--- src/rtl/eth_pkg.sv ---
// Shared encodings and constants for the 10BASE-T Manchester transmitter.
package eth_pkg;

  typedef enum logic [2:0] {
    StIdle,
    StPreamble,
    StSfd,
    StData,
    StPad,
    StFcs,
    StSoi,
    StIpg
  } tx_state_e;

  localparam logic [31:0] CRC_INIT      = 32'hFFFF_FFFF;
  localparam logic [31:0] CRC_POLY      = 32'h04C1_1DB7;
  localparam logic [7:0]  PREAMBLE_BYTE = 8'h55;
  localparam logic [7:0]  SFD_BYTE      = 8'hD5;

endpackage

--- src/rtl/eth_crc32_serial.sv ---
// Bit-serial CRC-32 (MSB-feedback form); one bit absorbed per enabled clock.
module eth_crc32_serial (
  input  logic        clk,
  input  logic        rst_n,
  input  logic        init,
  input  logic        en,
  input  logic        din,
  output logic [31:0] crc
);
  import eth_pkg::*;

  logic [31:0] crc_q;

  always_ff @(posedge clk) begin
    if (!rst_n) begin
      crc_q <= CRC_INIT;
    end else if (init) begin
      crc_q <= CRC_INIT;
    end else if (en) begin
      crc_q <= {crc_q[30:0], 1'b0} ^ ({32{din ^ crc_q[31]}} & CRC_POLY);
    end
  end

  assign crc = crc_q;

endmodule

--- src/rtl/eth_tx_mac10.sv ---
// 10BASE-T Manchester frame transmitter: preamble, SFD, BRAM payload, zero pad, FCS, TP_IDL, IPG.
// All state advances only on clk_stb (one half-bit); link pulses are sent while idle.
module eth_tx_mac10 #(
  parameter int unsigned ADDR_W     = 10,
  parameter int unsigned MIN_LEN    = 60,
  parameter int unsigned PRE_BYTES  = 7,
  parameter int unsigned SOI_HB     = 6,
  parameter int unsigned IPG_HB     = 192,
  parameter int unsigned NLP_PERIOD = 320000
) (
  input  logic              clk,
  input  logic              rst_n,
  input  logic              clk_stb,
  input  logic              start,
  input  logic [ADDR_W:0]   len,
  output logic              rd_en,
  output logic [ADDR_W-1:0] rd_addr,
  input  logic [7:0]        rd_data,
  output logic              tx_p,
  output logic              tx_n,
  output logic              busy,
  output logic              done
);
  import eth_pkg::*;

  localparam int unsigned CntW = (ADDR_W + 5 > 16) ? ADDR_W + 5 : 16;
  localparam int unsigned NlpW = $clog2(NLP_PERIOD + 2);
  localparam logic [ADDR_W:0] MaxLen = {1'b1, {ADDR_W{1'b0}}};
  localparam logic [ADDR_W:0] MinLen = (ADDR_W + 1)'(MIN_LEN);

  tx_state_e       state_q, state_d, after_data;
  logic [CntW-1:0] n_q, limit;
  logic [ADDR_W:0] len_q, fetch_q;
  logic [NlpW-1:0] nlp_q;
  logic [7:0]      byte_q;
  logic [31:0]     crc;
  logic            done_q, last, fetch_win, capture, nlp_hit, bit_val, crc_en, crc_din;

  always_ff @(posedge clk) begin
    if (!rst_n) begin
      state_q <= StIdle;
    end else if (clk_stb) begin
      state_q <= state_d;
    end
  end

  always_comb begin
    limit = '0;
    unique case (state_q)
      StPreamble: limit = CntW'(PRE_BYTES * 16);
      StSfd:      limit = CntW'(16);
      StData:     limit = CntW'({len_q, 4'h0});
      StPad:      limit = CntW'({MinLen - len_q, 4'h0});
      StFcs:      limit = CntW'(64);
      StSoi:      limit = CntW'(SOI_HB);
      StIpg:      limit = CntW'(IPG_HB);
      default:    limit = '0;
    endcase
  end

  assign last    = (n_q == limit - CntW'(1));
  assign nlp_hit = (nlp_q == NlpW'(NLP_PERIOD));

  always_comb begin
    state_d    = state_q;
    after_data = (len_q < MinLen) ? StPad : StFcs;
    if (clk_stb) begin
      unique case (state_q)
        StIdle:     if (start) state_d = StPreamble;
        StPreamble: if (last) state_d = StSfd;
        StSfd:      if (last) state_d = (len_q != '0) ? StData : after_data;
        StData:     if (last) state_d = after_data;
        StPad:      if (last) state_d = StFcs;
        StFcs:      if (last) state_d = StSoi;
        StSoi:      if (last) state_d = StIpg;
        StIpg:      if (last) state_d = StIdle;
        default:    state_d = StIdle;
      endcase
    end
  end

  // Byte k is fetched during slot k-1 (SFD for byte 0) and lands in byte_q at that slot's end.
  assign fetch_win = ((state_q == StSfd) || (state_q == StData)) && (fetch_q < len_q);
  assign rd_en     = clk_stb && fetch_win && (n_q[3:0] == 4'd13);
  assign capture   = clk_stb && fetch_win && (n_q[3:0] == 4'd15);
  assign rd_addr   = fetch_q[ADDR_W] ? '1 : fetch_q[ADDR_W-1:0];

  always_ff @(posedge clk) begin
    if (!rst_n) begin
      n_q     <= '0;
      len_q   <= '0;
      fetch_q <= '0;
      nlp_q   <= '0;
      byte_q  <= '0;
      done_q  <= 1'b0;
    end else begin
      done_q <= clk_stb && (state_q == StIpg) && last;
      if (clk_stb) begin
        n_q <= ((state_d != state_q) || (state_q == StIdle)) ? '0 : n_q + CntW'(1);
        if (state_q == StIdle) begin
          nlp_q <= (start || nlp_hit) ? '0 : nlp_q + NlpW'(1);
          if (start) begin
            len_q   <= (len > MaxLen) ? MaxLen : len;
            fetch_q <= '0;
          end
        end else begin
          nlp_q <= '0;
        end
        if (capture) begin
          byte_q  <= rd_data;
          fetch_q <= fetch_q + (ADDR_W + 1)'(1);
        end
      end
    end
  end

  // In FCS, feeding crc[31] back cancels the polynomial term, leaving a plain left shift.
  assign crc_en  = clk_stb && n_q[0] && (state_q inside {StData, StPad, StFcs});
  assign crc_din = (state_q == StFcs) ? crc[31] : bit_val;

  eth_crc32_serial u_crc (
    .clk  (clk),
    .rst_n(rst_n),
    .init (clk_stb && (state_q == StPreamble)),
    .en   (crc_en),
    .din  (crc_din),
    .crc  (crc)
  );

  always_comb begin
    bit_val = 1'b0;
    tx_p    = 1'b0;
    tx_n    = 1'b0;
    unique case (state_q)
      StPreamble: bit_val = PREAMBLE_BYTE[n_q[3:1]];
      StSfd:      bit_val = SFD_BYTE[n_q[3:1]];
      StData:     bit_val = byte_q[n_q[3:1]];
      StFcs:      bit_val = ~crc[31];
      default:    bit_val = 1'b0;
    endcase
    unique case (state_q)
      StIdle: tx_p = nlp_hit && !(clk_stb && start);
      StPreamble, StSfd, StData, StPad, StFcs: begin
        tx_p = n_q[0] ? bit_val : ~bit_val;
        tx_n = ~tx_p;
      end
      StSoi:   tx_p = 1'b1;
      default: tx_p = 1'b0;
    endcase
  end

  assign busy = (state_q != StIdle);
  assign done = done_q;

endmodule

--- config.mk ---
export PLATFORM = sky130hd
export DESIGN_NAME = eth_tx_mac10
export DESIGN_NICKNAME = d
export VERILOG_FILES = /design/src/rtl/eth_pkg.sv /design/src/rtl/eth_crc32_serial.sv /design/src/rtl/eth_tx_mac10.sv
export SDC_FILE = /design/constraint.sdc
export NUM_CORES = 1
export LEC_CHECK = 0
export CAP_MARGIN = 20
export CORE_ASPECT_RATIO = 1.5
export CORE_MARGIN = 3
export CORE_UTILIZATION = 60
export CTS_CLUSTER_SIZE = 10
export DETAILED_ROUTE_END_ITERATION = 7
export MAX_ROUTING_LAYER = met4
export PLACE_DENSITY = 0.84
export RECOVER_POWER = 100
export REMOVE_ABC_BUFFERS = 1
export SYNTH_ARGS = -nofsm -noshare
export SYNTH_HDL_FRONTEND = slang
export SYNTH_SLANG_ARGS = --single-unit
--- constraint.sdc ---
create_clock -name clk -period 5.64 [get_ports clk]
set_input_delay 1.128 -clock clk [delete_from_list [all_inputs] [get_ports clk]]
set_output_delay 1.128 -clock clk [all_outputs]
set_load 0.05 [all_outputs]
Fig. 1: run 1, clock distribution
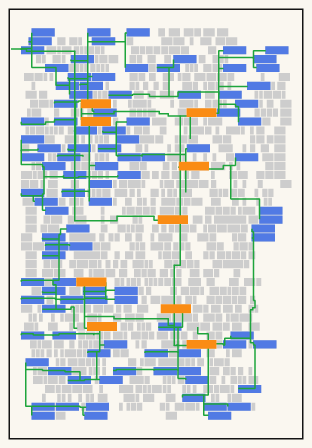
Key: orange = clock drivers [count 9]; green = clock wires [length 1200 um]; blue = flip-flops [count 103]
There are 10 routed clock nets.

Fig. 2: run 1, metal layers overlaid
Two of the layers only.
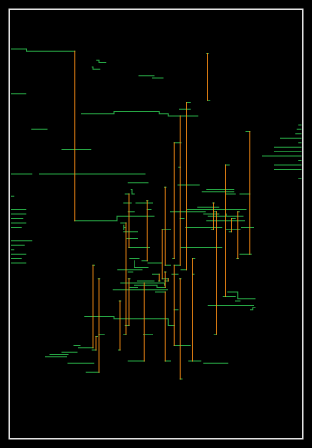
Key: green = metal 3 [wire length 650 um]; orange = metal 4 [wire length 673 um]

Fig. 3: run 1, cells colored by class
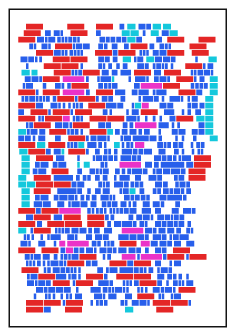
Key: red = sequential cells [cells 103, share of their area 31%]; cyan = remaining buffers and delay cells [cells 47, share of their area 6.5%]; blue = combinational and other logic [cells 627, share of their area 58%]; magenta = clock drivers and dummy loads [cells 16, share of their area 4.4%]

==> flow_metrics.py, run 1 <==
# Physical implementation metrics
metrics = {
    "synthesis": {
        "syn_avg_cell_area_um2": 7.941,
        "top_area_cell": "dfxtp_1",
        "yosysUniqueCellTypes": 76,
        "area_leaders": "dfxtp_1 (33%), nand2_1 (6.3%), xor2_1 (5.5%)",
        "ys_sh_aoi_pct": 18.66,
        "yosysWarnings": 0,
    },
    "sta": {
        "final-max-slew-violation-count": 59,
        "period_needed_ns": 4.929,
        "fmax_ghz": 0.2029,
    },
    "outcome": {
        "status": "complete, but fails checks",
        "violations": "max-capacitance violations, max-slew violations",
    },
    "clocking": {
        "cts_buffers": 9,
        "clockBufferDepth": 2,
        "root_buffer": "clkbuf_16",
    },
    "critical_path": {
        "critPathLaunch": "state_q[2]",
        "crit_buf_inv": 1,
        "critPathSlowestCell": "dfxtp_1",
        "endpoint": "n_q[10]",
        "worst-path-stages": 15,
        "max_stage_delay_ns": 0.54,
        "critPathKind": "register to register",
    },
    "route": {
        "routed_wl_um": 15560,
    },
    "final_layout": {
        "final_util_pct": 69.37,
        "fin_area_um2": 6874,
        "finalNonFillerCells": 908,
    },
    "power_and_ir_drop": {
        "ir_worst_vdd_uv": 214.1,
        "power.density_nw_per_um2": 232.8,
    },
    "global_route": {
        "globalRoute.totalOverflow": 0,
        "antenna_found_initial": 0,
        "grt_pass1_wl_um": 25410,
    },
    "floorplanning": {
        "chip_area_um2": 11630,
        "initial_core_util_pct": 62.66,
    },
    "flow_run": {
        "max_cap_violations": 2,
    },
}
-- run 1: routing by layer --
metal  track usage [%]  wire, um  up-vias  share of wire [%]
li1                  -         -     2764                  -
met2             47.51      7941      202                 51
met3             3.639       650       66                4.2
met5                 -         0        -                  0
met4             14.55       672        0                4.3
met1             31.80      6297     2716                 40
-- run 1: power by group --
part / switching (mW) / internal, mW / leakage, nW
Sequential: 0.0178 / 0.733 / 0.832
Combinational: 0.142 / 0.0878 / 1.66
Clock: 0.306 / 0.313 / 0.143
Total: 0.466 / 1.13 / 2.63
-- run 1: layout make-up --
class,instances,area share [%]
inverter,24,1.311
timing repair buffer,47,6.316
tap,115,2.093
clock inverter,7,1.056
multi-input combinational,603,55.95
sequential,103,30.00
clock buffer,9,3.276
==> run 2: changes to the inputs <==
--- a/config.mk
+++ b/config.mk
@@ -5,7 +5,8 @@
 export SDC_FILE = /design/constraint.sdc
 export NUM_CORES = 1
 export LEC_CHECK = 0
-export CAP_MARGIN = 20
+export ABC_AREA = 1
+export CAP_MARGIN = 30
 export CORE_ASPECT_RATIO = 1.5
 export CORE_MARGIN = 3
 export CORE_UTILIZATION = 60
Fig. 4: run 2, cells colored by class
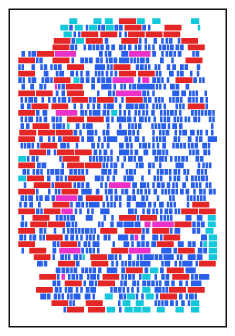
Key: cyan = remaining buffers and delay cells [cells 43, share of their area 5.9%]; magenta = clock drivers and dummy loads [cells 16, share of their area 4.4%]; blue = combinational and other logic [cells 855, share of their area 59%]; red = sequential cells [cells 103, share of their area 30%]

Fig. 5: run 2, pin placement
Pins as bars across the die edge, other pins in gray.
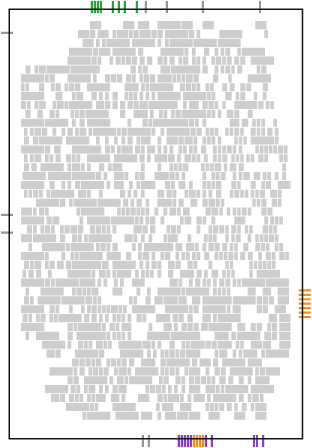
Key: green = rd_data [pins 8, direction input, edge top]; purple = rd_addr [pins 10, direction output, edge bottom]; orange = len [pins 11, direction input, edge 7 right, 4 bottom]

==> run 2 against run 1 <==
Net effect:
- utilization decreased by 0.84 points
- sequential power increased by 8.3%
- synthesized cell count increased by 26%
- the run now ends clean
- via count increased by 9.4%
- wire length decreased by 2.8%
- power increased by 47%
- largest power group is now combinational logic
- critical path type is now input port to register
- first-iteration DRC count decreased by 21%
- sequential share of layout area decreased by 0.31 points
- area after synthesis increased by 0.83%
- count of clock-buffer cells in the layout increased by 2
- cell area increased by 1.0%
==> flow_metrics.py, run 2 <==
# Physical implementation metrics
metrics = {
    "outcome": {
        "status": "finished clean",
    },
    "power_and_ir_drop": {
        "power.density_nw_per_um2": 339.3,
        "ir_worst_vdd_uv": 232.7,
        "power.share.combinational_pct": 38.9,
        "seq_power_share_pct": 34.5,
        "powerClk_mw": 0.628,
        "swShare_pct": 41.00,
    },
    "global_route": {
        "use_met3_pct": 3.639,
        "grt_pass1_wl_um": 25370,
        "grt_busiest_layer": "met2",
        "gr-usage-met1_pct": 30.92,
        "antenna_found_initial": 0,
        "globalRoute.totalOverflow": 0,
    },
    "synthesis": {
        "area_leaders": "dfxtp_1 (33%), nand2_1 (16%), nand3_1 (9.7%)",
        "ys_sh_aoi_pct": 11.55,
        "yosysWarnings": 0,
        "yosysUniqueCellTypes": 41,
    },
    "clocking": {
        "clockBufferDepth": 2,
        "root_buffer": "clkbuf_16",
    },
    "critical_path": {
        "max_stage_delay_ns": 1.01,
        "critPathLaunch": "rst_n",
        "worst-path-stages": 7,
        "crit_buf_inv": 5,
        "critPathSlowestCell": "clkbuf_1",
    },
    "sta": {
        "final-max-slew-violation-count": 0,
        "fmax_ghz": 0.2122,
        "period_needed_ns": 4.714,
    },
    "flow_run": {
        "max_cap_violations": 0,
    },
    "floorplanning": {
        "chip_area_um2": 11720,
        "initial_core_util_pct": 61.78,
    },
    "route": {
        "wl_met2_um": 7787,
        "wl_met3_um": 470,
        "wl_met1_um": 6319,
    },
    "final_layout": {
        "finalNonFillerCells": 1134,
    },
}
==> run 2: area by class of cell <==
type	instances	area, um2	share of cell area [%]
multi-input combinational	728	3560	51.25
sequential	103	2062	29.69
inverter	127	476.7	6.864
timing repair buffer	43	401.6	5.783
clock buffer	11	242.7	3.495
tap	117	146.4	2.108
clock inverter	5	56.30	0.8107
==> run 2: per-stage QoR <==
stage / hold WS [ns] / instance area [um2] / worst slack (ns) / util, %
detailed placement: 0.4428 / 6683 / 1.318 / 65.94
floorplan: 0.4291 / 6115 / 1.334 / -
global route: 0.4801 / 6945 / 0.4317 / 68.53
finish: 0.4605 / 6945 / 0.9265 / 68.53
global placement: 0.4383 / 6678 / 1.436 / 65.89
CTS: 0.4598 / 6982 / 1.244 / 68.89
No activity file was given, so power comes from the tool's default toggle rates.
